===== config.mk =====
export PLATFORM = sky130hd
export DESIGN_NAME = dram_req_sched
export DESIGN_NICKNAME = d
export VERILOG_FILES = /design/src/rtl/dram_req_sched.sv
export SDC_FILE = /design/constraint.sdc
export NUM_CORES = 1
export LEC_CHECK = 0
export CAP_MARGIN = 20
export CORE_MARGIN = 1
export CORE_UTILIZATION = 35
export CTS_CLUSTER_DIAMETER = 100
export DETAILED_ROUTE_END_ITERATION = 10
export PLACE_DENSITY = 0.72
export SLEW_MARGIN = 20
export SYNTH_ARGS = -nofsm -noshare
export SYNTH_HDL_FRONTEND = slang
export SYNTH_SLANG_ARGS = --single-unit

===== constraint.sdc =====
create_clock -name clk -period 6.7 [get_ports clk]
set_input_delay 1.34 -clock clk [delete_from_list [all_inputs] [get_ports clk]]
set_output_delay 1.34 -clock clk [all_outputs]
set_load 0.1 [all_outputs]

===== src/rtl/dram_req_sched.sv =====
// Read/write request scheduler feeding a single DRAM command port.
// Batches writes into watermark-bounded drain bursts with a turnaround bubble on each mode change.
module dram_req_sched #(
  parameter int RQ_W      = 32,
  parameter int WQ_W      = 96,
  parameter int MIN_BURST = 4,
  parameter int TURN_CYC  = 2
) (
  input  logic            clk,
  input  logic            rst_n,
  input  logic            rq_empty_i,
  input  logic [RQ_W-1:0] rq_data_i,
  output logic            rq_pop_o,
  input  logic            wq_empty_i,
  input  logic            wq_a_full_i,
  input  logic            wq_a_empty_i,
  input  logic [WQ_W-1:0] wq_data_i,
  output logic            wq_pop_o,
  output logic            cmd_valid_o,
  input  logic            cmd_ready_i,
  output logic            cmd_we_o,
  output logic [WQ_W-1:0] cmd_data_o,
  output logic            mode_o
);

  localparam int BW = $clog2(MIN_BURST + 1);
  localparam int TW = $clog2(TURN_CYC + 1);

  typedef enum logic [1:0] {
    RD     = 2'd0,
    TURN_W = 2'd1,
    WR     = 2'd2,
    TURN_R = 2'd3
  } state_e;

  state_e          state_q, state_d;
  logic [BW-1:0]   burstCnt_q, burstCnt_d;
  logic [TW-1:0]   turnCnt_q, turnCnt_d;
  logic            cmdValid_q, cmdValid_d;
  logic            cmdWe_q, cmdWe_d;
  logic [WQ_W-1:0] cmdData_q, cmdData_d;
  logic            mode_q, mode_d;

  logic loadOk;
  logic burstDone;
  logic swRd;
  logic swWr;
  logic inTurn;
  logic enterTurn;

  always_ff @(posedge clk) begin
    if (!rst_n) begin
      state_q    <= RD;
      burstCnt_q <= '0;
      turnCnt_q  <= '0;
      cmdValid_q <= 1'b0;
      cmdWe_q    <= 1'b0;
      cmdData_q  <= '0;
      mode_q     <= 1'b0;
    end else begin
      state_q    <= state_d;
      burstCnt_q <= burstCnt_d;
      turnCnt_q  <= turnCnt_d;
      cmdValid_q <= cmdValid_d;
      cmdWe_q    <= cmdWe_d;
      cmdData_q  <= cmdData_d;
      mode_q     <= mode_d;
    end
  end

  // Switch requests block the pop in the same cycle, so a switch and a pop never coincide.
  always_comb begin
    loadOk    = !cmdValid_q || cmd_ready_i;
    burstDone = (burstCnt_q == BW'(MIN_BURST));
    swRd      = !(rq_empty_i && wq_empty_i) &&
                ((wq_a_full_i && burstDone) || (rq_empty_i && !wq_empty_i));
    swWr      = !rq_empty_i && ((wq_a_empty_i && burstDone) || wq_empty_i);
    rq_pop_o  = rst_n && (state_q == RD) && loadOk && !rq_empty_i && !swRd;
    wq_pop_o  = rst_n && (state_q == WR) && loadOk && !wq_empty_i && !swWr;
    cmd_valid_o = cmdValid_q;
    cmd_we_o    = cmdWe_q;
    cmd_data_o  = cmdData_q;
    mode_o      = mode_q;
  end

  always_comb begin
    state_d    = state_q;
    burstCnt_d = burstCnt_q;
    turnCnt_d  = turnCnt_q;
    cmdValid_d = cmdValid_q;
    cmdWe_d    = cmdWe_q;
    cmdData_d  = cmdData_q;
    inTurn     = (state_q == TURN_W) || (state_q == TURN_R);

    case (state_q)
      RD:      if (swRd) state_d = TURN_W;
      WR:      if (swWr) state_d = TURN_R;
      TURN_W:  if (turnCnt_q == TW'(TURN_CYC - 1)) state_d = WR;
      TURN_R:  if (turnCnt_q == TW'(TURN_CYC - 1)) state_d = RD;
      default: state_d = RD;
    endcase

    enterTurn = !inTurn && ((state_d == TURN_W) || (state_d == TURN_R));

    if (enterTurn) begin
      burstCnt_d = '0;
      turnCnt_d  = '0;
    end else begin
      if (inTurn) turnCnt_d = turnCnt_q + TW'(1);
      if ((rq_pop_o || wq_pop_o) && !burstDone) burstCnt_d = burstCnt_q + BW'(1);
    end

    if (rq_pop_o) begin
      cmdValid_d = 1'b1;
      cmdWe_d    = 1'b0;
      cmdData_d  = WQ_W'(rq_data_i);
    end else if (wq_pop_o) begin
      cmdValid_d = 1'b1;
      cmdWe_d    = 1'b1;
      cmdData_d  = wq_data_i;
    end else if (loadOk) begin
      cmdValid_d = 1'b0;
    end

    mode_d = (state_d == WR) || (state_d == TURN_W);
  end

endmodule


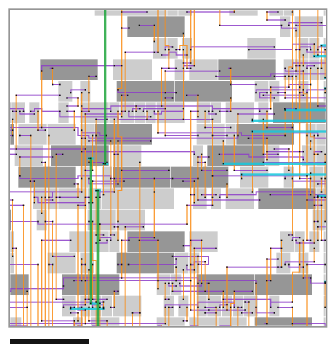
zoom.png
Scale bar: 10 um. Window x 62 to 102, y 7 to 47 um. Cells in grey, sequential cells in the stronger grey; small squares are vias.
[cyan] met3
[purple] met1
[green] met4
[orange] met2
most frequent: nand2_1 (44), a21oi_1 (22), clkdlybuf4s50_1 (20)
netlist names of flops here include: cmd_data_o (19)
sequential cells in the window: 19
cells with their middle in the window: 108

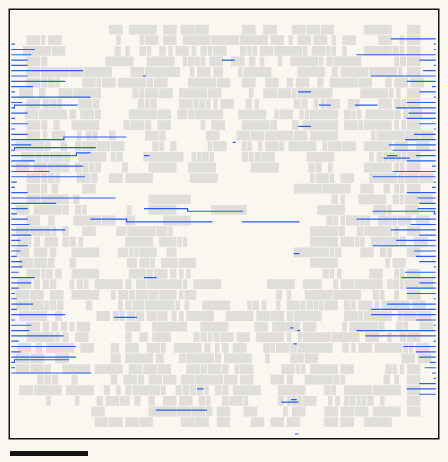
met3.png
Scale bar: 20 um.
nets with wire on the layer: 143
main direction: horizontal
longest straight run: 26.4 um
wire length on this layer: 1050 um

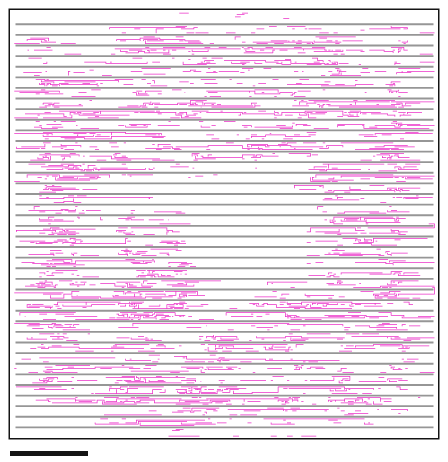
met1.png
Scale bar: 20 um. Supply wires on this layer in grey.
longest straight run: 40.0 um
wire length on this layer: 5250 um
main direction: horizontal
share of all routed wire: 41%
met1 GRT Util: 23.1%
Vias: 4299
detailed-route wire length: 12800 um

==> impl_results.rst <==
Metrics
=======

.. list-table::
   :header-rows: 1

   * - Metric
     - Value
   * - FF-to-FF setup slack
     - 4.05 ns
   * - Multiplexer share of the synthesized area
     - 0%
   * - Number of enable-type register cells in the synthesized netlist
     - 0
   * - Final HPWL from detailed placement
     - 8970 um
   * - Mean number of vias per cell
     - 4.90
   * - Net switching power of the design
     - 0.433 mW
   * - Sequential share of cell area
     - 31.3%
   * - Cell kind with the greatest summed area
     - non-clock buffers
   * - Horizontal die dimension
     - 110 um
   * - Stages on the worst setup path
     - 6
   * - Synth area leader
     - sky130_fd_sc_hd__dfxtp_1
   * - Post-CTS Hold Buffers
     - 0
   * - Global-route track usage on met3
     - 5.04%
   * - Max-Slew Margin vs Limit
     - 32.0%
   * - Area added between synthesis and finish
     - 66.8%
   * - Final-layout fill cell count
     - 972
   * - Distinct cell type count of the synthesized netlist
     - 29
   * - Floorplan Core Area
     - 11100 um2
   * - Final core utilization
     - 61.2%
   * - Clock network contribution to total cell area
     - 4.34%
   * - Worst endpoint required time
     - 5.36 ns
   * - Max-capacitance violation count
     - 0
   * - Critical path data arrival time
     - 3.31 ns
   * - Grt ovf
     - 0
   * - Flop count
     - 106
   * - Cts bufs inserted
     - 9
   * - Number of flip-flops in the largest register
     - 96
   * - Destination of the worst register-to-register timing path
     - burstCnt_q[0]$_SDFFE_PP0P_
   * - Top logic cells by instance count in the layout
     - sky130_fd_sc_hd__clkdlybuf4s50_1 (233), sky130_fd_sc_hd__nand2_1 (166), sky130_fd_sc_hd__a21oi_1 (130)
   * - Combinational fraction of the cell area
     - 25.9%
   * - TritonCTS clock tree
     - built
   * - Startpoint of the tightest hold check path
     - cmd_data_o[12]$_SDFFE_PN0P_
   * - Late-Pin Clk Latency
     - 0.34 ns
   * - R2R depth
     - 11
   * - Most numerous cell in the Yosys netlist
     - sky130_fd_sc_hd__nand2_1
   * - Hold Crit Depth
     - 2
   * - Post-Layout Inst Area
     - 6780 um2
   * - Buffers added on ports
     - 235
   * - Standard cell with the maximum stage delay on the critical path
     - sky130_fd_sc_hd__inv_2
   * - Cell-by-cell trace of the critical path
     - clkdlybuf4s50_1, buf_4, nand4_1, buf_4, inv_2, buf_12
   * - Share of total power in sequential cells
     - 43.9%
   * - Largest delay share family, worst path
     - buffers and inverters
   * - YS warnings
     - 0
   * - XOR Share, Synth
     - 0.431%
   * - Vertical die dimension
     - 110 um
   * - Average wire length per cell after detail routing
     - 14.6 um
   * - Via count of the first global-routing pass
     - 4064
   * - Fraction of the yosys area taken by sequential cells
     - 52.2%
   * - Critical Path Fanout Max
     - 41
   * - Combinational-cell power consumption
     - 0.321 mW
   * - Combinational power share
     - 21.3%
   * - Placer's final routability congestion estimate
     - 0.815
   * - Initial antenna violation count
     - 0
   * - Clock buffer depth
     - 2
   * - Unrepaired setup endpoints after global routing
     - no
   * - Multi-input combinational cell area
     - 1750 um2
   * - YS chip area
     - 4060 um2
   * - Setup Skew
     - 0.00427 ns
   * - Number of pins with negative max-slew slack in the final report
     - 0
   * - Number of nets at floorplan
     - 662
   * - Total negative slack
     - 0 ns
   * - Setup Slack @ Placement
     - 2.06 ns
   * - Overall power consumption
     - 1.51 mW
   * - Met2 global-route usage
     - 36.6%
   * - Top layer in use
     - met4
   * - Post-synth top flop
     - sky130_fd_sc_hd__dfxtp_1
   * - Largest net degree at the start of global routing
     - 99
   * - Cell count in the Yosys report
     - 522
   * - Worst voltage drop across the vdd grid
     - 0.125 mV
   * - Combined area of all synthesized cells
     - 4060 um2
   * - Number of logic inverters in the finished layout
     - 8
   * - Clock Sinks
     - 106
   * - Outcome
     - finished, final reports clean
   * - Most numerous logic cell after layout
     - sky130_fd_sc_hd__clkdlybuf4s50_1
   * - Seq power
     - 0.663 mW
   * - Synth async-reset ratio
     - 0%
   * - Number of multi-input combinational cells
     - 370
   * - Row count
     - 38
   * - Top cells by area, synth
     - sky130_fd_sc_hd__dfxtp_1 (52%), sky130_fd_sc_hd__a21oi_1 (16%), sky130_fd_sc_hd__nand2_1 (15%)
   * - Top Usage Layer GRT
     - met2
   * - Overall fraction of global-route tracks in use
     - 20.4%
   * - Proportion of total power due to net switching
     - 28.7%
   * - Termination of the worst setup path
     - rq_pop_o
   * - Critical path class
     - input port to primary output
   * - Worst-path clk slew
     - 0.06 ns
   * - Synthesized flop and latch total
     - 106
   * - Final critical path time including I/O delays and setup
     - 4.65 ns
   * - Placed instance count
     - 863
   * - Met3 routed wirelength
     - 1050 um
   * - Synth logic family
     - AND-OR/OR-AND gates
Power and IR drop assume default switching activity.
